Figure 1. Routed clock nets over the placement (run 1).
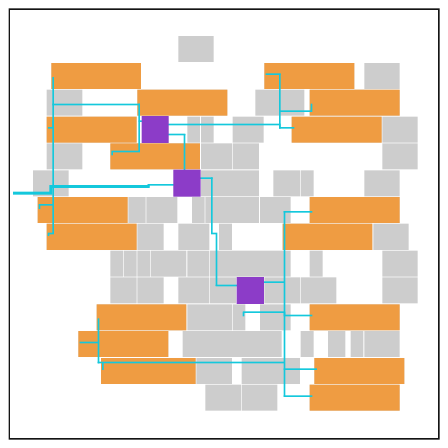
Figure 2. Drive-strength map (run 1).
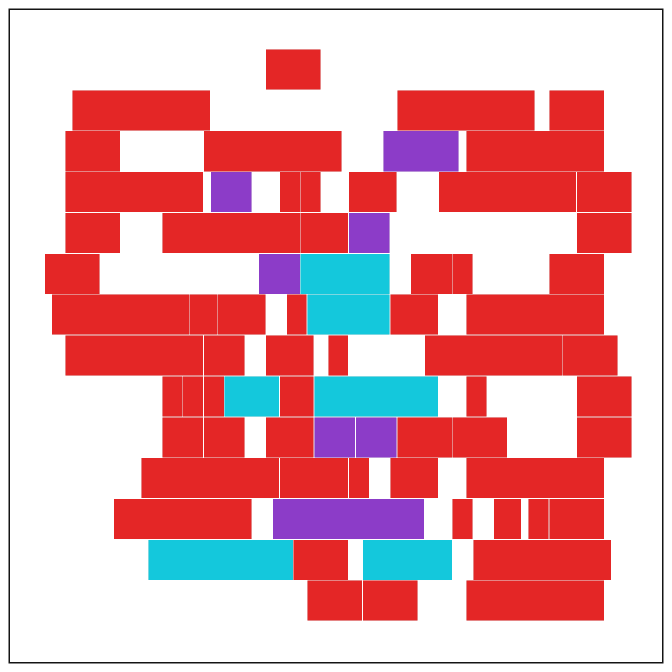
Figure 3. Metal 1 (run 1).
Supply wires on this layer in grey. Cells faint in the background.
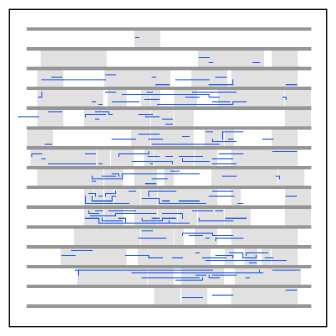
Figure 4. Cells coloured by class (run 1).
Scale bar: 10 µm.
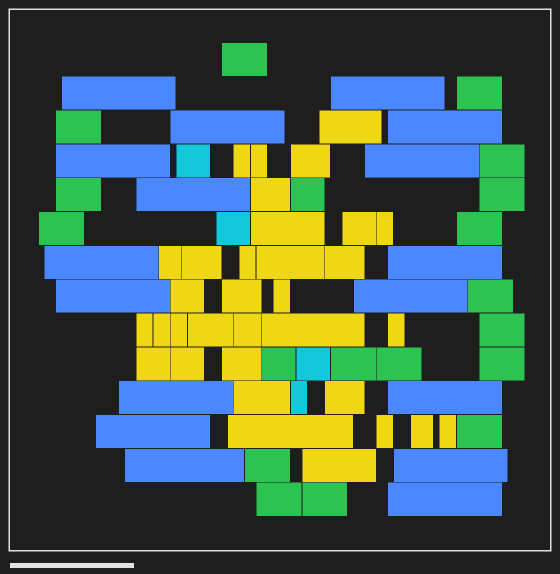
--- config.mk ---
export PLATFORM = sky130hd
export DESIGN_NAME = fifo_wptr_full_flat
export DESIGN_NICKNAME = d
export VERILOG_FILES = /design/src/rtl/fifo_pkg.sv /design/src/rtl/fifo_wptr_full_if.sv /design/src/rtl/sync_2ff.sv /design/src/rtl/fifo_wptr_full.sv /design/src/flat_wrapper.sv
export SDC_FILE = /design/constraint.sdc
export NUM_CORES = 1
export LEC_CHECK = 0
export CORE_MARGIN = 2
export CORE_UTILIZATION = 44
export DETAILED_ROUTE_END_ITERATION = 7
export GPL_ROUTABILITY_DRIVEN = 0
export PLACE_DENSITY = 0.84
export SETUP_SLACK_MARGIN = 0.4
export SLEW_MARGIN = 20
export SYNTH_ARGS = -nofsm -noshare
export SYNTH_HDL_FRONTEND = slang
export SYNTH_HIERARCHICAL = 1
export SYNTH_SLANG_ARGS = --single-unit
--- constraint.sdc ---
create_clock -name clk -period 2.9 [get_ports clk]
set_clock_uncertainty 0.1 [all_clocks]
set_input_delay 0.58 -clock clk [delete_from_list [all_inputs] [get_ports clk]]
set_output_delay 0.58 -clock clk [all_outputs]
set_load 0.05 [all_outputs]
--- src/rtl/fifo_pkg.sv ---
// Shared FIFO pointer helpers for the write-side and read-side controllers.
// Gray/binary conversion is width-generic: callers pass PTR_SZ and the helpers
// work on PTR_SZ+1 bits inside a fixed-width word.
package fifo_pkg;

  localparam int unsigned FIFO_PTR_SZ_DEF = 2;
  localparam int unsigned GRAY_MAX_W      = 32;

  typedef logic [GRAY_MAX_W-1:0] ptr_word_t;

  // Mask covering the PTR_SZ+1 pointer bits.
  function automatic ptr_word_t ptr_mask(input int unsigned ptr_sz);
    return (ptr_word_t'(1) << (ptr_sz + 1)) - ptr_word_t'(1);
  endfunction

  function automatic ptr_word_t bin2gray(input ptr_word_t b, input int unsigned ptr_sz);
    ptr_word_t m;
    m = b & ptr_mask(ptr_sz);
    return m ^ (m >> 1);
  endfunction

  // Binary bit i is the XOR of all Gray bits at or above i.
  function automatic ptr_word_t gray2bin(input ptr_word_t g, input int unsigned ptr_sz);
    ptr_word_t m;
    ptr_word_t b;
    m = g & ptr_mask(ptr_sz);
    b = '0;
    for (int unsigned i = 0; i < GRAY_MAX_W; i++) begin
      b = b ^ (m >> i);
    end
    return b;
  endfunction

endpackage

--- src/rtl/fifo_wptr_full_if.sv ---
// Write-side FIFO bundle: upstream request/clear, cross-domain pointers,
// RAM write port and status flags.
// master: upstream + read side (drives winc, wovf_clr, rptr_gray)
// slave : fifo_wptr_full (drives write_en, waddr, wptr_gray, flags, wlevel)
interface fifo_wptr_full_if
  import fifo_pkg::*;
#(
  parameter int unsigned PTR_SZ = FIFO_PTR_SZ_DEF
);

  logic              winc;
  logic              wovf_clr;
  logic [PTR_SZ:0]   rptr_gray;
  logic              write_en;
  logic [PTR_SZ-1:0] waddr;
  logic [PTR_SZ:0]   wptr_gray;
  logic              wfull;
  logic              walmost_full;
  logic [PTR_SZ:0]   wlevel;
  logic              woverflow;

  modport master (
    output winc, wovf_clr, rptr_gray,
    input  write_en, waddr, wptr_gray, wfull, walmost_full, wlevel, woverflow
  );

  modport slave (
    input  winc, wovf_clr, rptr_gray,
    output write_en, waddr, wptr_gray, wfull, walmost_full, wlevel, woverflow
  );

endinterface

--- src/rtl/sync_2ff.sv ---
// W-bit two-flop synchroniser, async active-high reset to 0.
// Ports: clk, rst, d_i (asynchronous input), q_o (synchronised output).
module sync_2ff #(
  parameter int unsigned W = 1
) (
  input  logic         clk,
  input  logic         rst,
  input  logic [W-1:0] d_i,
  output logic [W-1:0] q_o
);

  logic [W-1:0] q1_q;
  logic [W-1:0] q2_q;

  always_ff @(posedge clk or posedge rst) begin
    if (rst) begin
      q1_q <= '0;
      q2_q <= '0;
    end else begin
      q1_q <= d_i;
      q2_q <= q1_q;
    end
  end

  assign q_o = q2_q;

endmodule

--- src/rtl/fifo_wptr_full.sv ---
// Write-domain pointer and flag controller for the dual-clock FIFO.
// Ports: clk, rst (async, active-high), bus (fifo_wptr_full_if.slave):
//   in : winc, wovf_clr, rptr_gray (read-domain Gray pointer)
//   out: write_en (comb), waddr, wptr_gray, wfull, walmost_full, wlevel, woverflow
module fifo_wptr_full
  import fifo_pkg::*;
#(
  parameter int unsigned PTR_SZ       = FIFO_PTR_SZ_DEF,
  parameter int unsigned AFULL_THRESH = (2 ** PTR_SZ) - 1
) (
  input  logic             clk,
  input  logic             rst,
  fifo_wptr_full_if.slave  bus
);

  localparam int unsigned PTR_W = PTR_SZ + 1;

  logic [PTR_W-1:0] wbin_q,   wbin_d;
  logic [PTR_W-1:0] wgray_q,  wgray_d;
  logic [PTR_W-1:0] wlevel_q, wlevel_d;
  logic             wfull_q,  wfull_d;
  logic             wafull_q, wafull_d;
  logic             wovf_q,   wovf_d;
  logic [PTR_W-1:0] rq2;
  logic [PTR_W-1:0] rbin_sync;
  logic             wr_accept_c;

  // Read pointer crosses into the write domain only through this synchroniser.
  sync_2ff #(.W(PTR_W)) u_rptr_sync (
    .clk (clk),
    .rst (rst),
    .d_i (bus.rptr_gray),
    .q_o (rq2)
  );

  // Next pointer, flags and level; full compares against the read pointer
  // with its two MSBs inverted (one lap ahead).
  always_comb begin
    wr_accept_c = 1'b0;
    wbin_d      = wbin_q;
    wgray_d     = wgray_q;
    rbin_sync   = '0;
    wlevel_d    = wlevel_q;
    wfull_d     = wfull_q;
    wafull_d    = wafull_q;
    wovf_d      = wovf_q;

    wr_accept_c = bus.winc & ~wfull_q;
    wbin_d      = wbin_q + PTR_W'(wr_accept_c);
    wgray_d     = PTR_W'(bin2gray(ptr_word_t'(wbin_d), PTR_SZ));
    rbin_sync   = PTR_W'(gray2bin(ptr_word_t'(rq2), PTR_SZ));
    wfull_d     = (wgray_d == {~rq2[PTR_SZ:PTR_SZ-1], rq2[PTR_SZ-2:0]});
    wlevel_d    = wbin_d - rbin_sync;
    wafull_d    = (wlevel_d >= PTR_W'(AFULL_THRESH));
    // Set beats clear when both happen in the same cycle.
    wovf_d      = (wovf_q & ~bus.wovf_clr) | (bus.winc & wfull_q);
  end

  always_ff @(posedge clk or posedge rst) begin
    if (rst) begin
      wbin_q   <= '0;
      wgray_q  <= '0;
      wlevel_q <= '0;
      wfull_q  <= 1'b0;
      wafull_q <= 1'b0;
      wovf_q   <= 1'b0;
    end else begin
      wbin_q   <= wbin_d;
      wgray_q  <= wgray_d;
      wlevel_q <= wlevel_d;
      wfull_q  <= wfull_d;
      wafull_q <= wafull_d;
      wovf_q   <= wovf_d;
    end
  end

  assign bus.write_en     = wr_accept_c;
  assign bus.waddr        = wbin_q[PTR_SZ-1:0];
  assign bus.wptr_gray    = wgray_q;
  assign bus.wfull        = wfull_q;
  assign bus.walmost_full = wafull_q;
  assign bus.wlevel       = wlevel_q;
  assign bus.woverflow    = wovf_q;

endmodule

--- src/flat_wrapper.sv ---
// flat-port wrapper written by rule: the top's interface ports become plain ports
module fifo_wptr_full_flat import fifo_pkg::*;
#(
  parameter int unsigned PTR_SZ       = FIFO_PTR_SZ_DEF,
  parameter int unsigned AFULL_THRESH = (2 ** PTR_SZ) - 1
)
  (clk, rst, bus_winc, bus_wovf_clr, bus_rptr_gray, bus_write_en, bus_waddr, bus_wptr_gray, bus_wfull, bus_walmost_full, bus_wlevel, bus_woverflow);
  fifo_wptr_full_if #(.PTR_SZ(PTR_SZ)) bus_i ();
  input  logic clk;
  input  logic rst;
  input wire logic [$bits(bus_i.winc)-1:0] bus_winc;
  input wire logic [$bits(bus_i.wovf_clr)-1:0] bus_wovf_clr;
  input wire logic [$bits(bus_i.rptr_gray)-1:0] bus_rptr_gray;
  output wire logic [$bits(bus_i.write_en)-1:0] bus_write_en;
  output wire logic [$bits(bus_i.waddr)-1:0] bus_waddr;
  output wire logic [$bits(bus_i.wptr_gray)-1:0] bus_wptr_gray;
  output wire logic [$bits(bus_i.wfull)-1:0] bus_wfull;
  output wire logic [$bits(bus_i.walmost_full)-1:0] bus_walmost_full;
  output wire logic [$bits(bus_i.wlevel)-1:0] bus_wlevel;
  output wire logic [$bits(bus_i.woverflow)-1:0] bus_woverflow;
  assign bus_i.winc = bus_winc;
  assign bus_i.wovf_clr = bus_wovf_clr;
  assign bus_i.rptr_gray = bus_rptr_gray;
  assign bus_write_en = bus_i.write_en;
  assign bus_waddr = bus_i.waddr;
  assign bus_wptr_gray = bus_i.wptr_gray;
  assign bus_wfull = bus_i.wfull;
  assign bus_walmost_full = bus_i.walmost_full;
  assign bus_wlevel = bus_i.wlevel;
  assign bus_woverflow = bus_i.woverflow;
  fifo_wptr_full #(.PTR_SZ(PTR_SZ), .AFULL_THRESH(AFULL_THRESH)) u_core (.clk(clk), .rst(rst), .bus(bus_i));
endmodule
==> metrics.cfg, run 1 <==
[outcome]
status=complete, no violations

[synth]
most_numerous_cell_in_the_yosys_netlist=sky130_fd_sc_hd__dfrtp_1
yosys_warnings=6
yosys.stat.chipArea_um2=683
synthTopLogicFamily=XOR/XNOR gates
synth-seq-area-share_pct=62.3
async_flop_share_pct=100

[hold_path]
min_to=u_core/u_rptr_sync/q_o[0]$_DFF_PP0_
holdCritStartpoint=u_core/u_rptr_sync/q1_q[0]$_DFF_PP0_

[place]
dp_worst_setup_slack_ns=0.102
placedCellCount=85

[global_route]
grt.busiest_layer=met2

[clock_tree]
clkSlewWorstSetupHoldPaths_ns=0.09
cts_hold_repair.buffers=0

[detailed_routing]
viasPerCell=4.66
ant_nets=0
met2_wirelength_um=613
drt_iter0_markers=0

[layout]
layout.clock.cell_area_share_pct=2.79
stdcell_count=89
dominant-cell-class=registers
seq_cell_count=17

[setup_path]
worst_r2r_startpoint=u_core/u_rptr_sync/q_o[2]$_DFF_PP0_
critical_path.startpoint=bus_winc
critical-path-top-delay-family=adder cells
setup.worst_path.start_class=input pin
rr_endpoint=u_core/bus.walmost_full$_DFF_PP0_

[sta]
maxSlewViolCount=0
hold_viol_final=0

[floorplanning]
die.size.y_um=43.4
top_level_ports=19

Back to the opening pictures, Figure 1:
- flip-flops: orange (count 17)
- clock drivers: purple (count 3)
- clock wires: cyan (length 169 µm)
- flops lie: all over the die
Late-Pin Clk Latency: 0.28 ns

Back to the opening pictures, Figure 2:
- _0 and _1 cells: red (cells 60; share 82%; most used clkdlybuf4s50_1)
- _3 and _4 cells: purple (cells 7; share 9.6%; most used clkbuf_4)
- _2 cells: cyan (cells 6; share 8.2%; most used xnor2_2)
total of plain and repair buffers excluding clock buffers: 19
Worst Slack Setup Final: 0.443 ns
area growth from synthesis to final layout: 37.7%

Back to the opening pictures, Figure 3:
- share of all routed wire: 39%
- wire length on this layer: 414 µm
- nets with wire on the layer: 62
- main direction: horizontal
- longest straight run: 18.9 µm
Final Routed Wirelength: 1070 µm
via count: 415
met1 Resource Use GR: 13.6%

Back to the opening pictures, Figure 4:
- sequential cells: blue (cells 17)
- remaining buffers and delay cells: green (cells 19)
- combinational and other logic: yellow (cells 33)
- clock drivers and dummy loads: cyan (cells 4)
Std-Cell Core Area: 1490 µm²
site row count: 14

Figure 5. Clock nets (run 1).
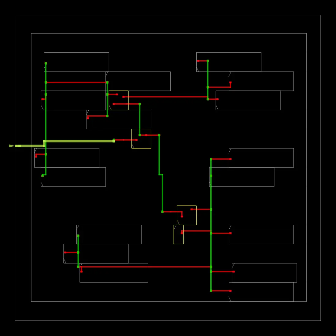

==> run 1 -> run 2 <==
--- a/config.mk
+++ b/config.mk
@@ -6,10 +6,10 @@
 export NUM_CORES = 1
 export LEC_CHECK = 0
 export CORE_MARGIN = 2
-export CORE_UTILIZATION = 44
+export CORE_UTILIZATION = 40
 export DETAILED_ROUTE_END_ITERATION = 7
 export GPL_ROUTABILITY_DRIVEN = 0
-export PLACE_DENSITY = 0.84
+export PLACE_DENSITY = 0.81
 export SETUP_SLACK_MARGIN = 0.4
 export SLEW_MARGIN = 20
 export SYNTH_ARGS = -nofsm -noshare
==> constraint.sdc (replaced) <==
create_clock -name clk -period 2.1 [get_ports clk]
set_clock_uncertainty 0.1 [all_clocks]
set_input_delay 0.42 -clock clk [delete_from_list [all_inputs] [get_ports clk]]
set_output_delay 0.42 -clock clk [all_outputs]
set_load 0.05 [all_outputs]
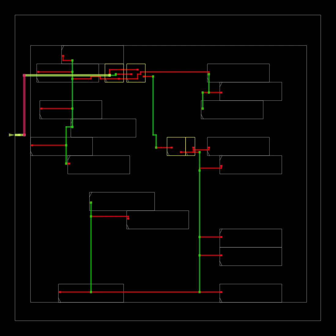
Figure 6: run 2, clock nets.
flop count: 17
clock sink count: 17

==> metrics.cfg, run 2 <==
[outcome]
status=complete, no violations

[synth]
async_flop_share_pct=100  ; unchanged
most_numerous_cell_in_the_yosys_netlist=sky130_fd_sc_hd__dfrtp_1
yosys_warnings=6  ; unchanged

[setup_path]
critical-path-top-delay-family=adder cells
setup.worst_path.start_class=input pin
rr_endpoint=u_core/bus.walmost_full$_DFF_PP0_

[layout]
n_all_buffers=35  ; +16
area_delta_synth_final_pct=63.2
dominant-cell-class=registers
stdcell_count=105  ; +18%

[detailed_routing]
drt_iter0_markers=1  ; +1
routed-via-count=481  ; +16%
final_routed_wirelength_um=1300  ; +22%
viasPerCell=4.58  ; -1.8%

[sta]
maxSlewViolCount=0  ; unchanged
hold_viol_final=0  ; unchanged

[floorplanning]
core.rowCount=14  ; unchanged
die.size.y_um=45.3  ; +4.4%
top_level_ports=19  ; unchanged

[global_route]
globalRouteMet1Util_pct=16.1  ; +2.5 points

[clock_tree]
cts_hold_repair.buffers=0  ; unchanged

[hold_path]
holdCritStartpoint=u_core/u_rptr_sync/q1_q[0]$_DFF_PP0_

[place]
placedCellCount=91  ; +7.1%

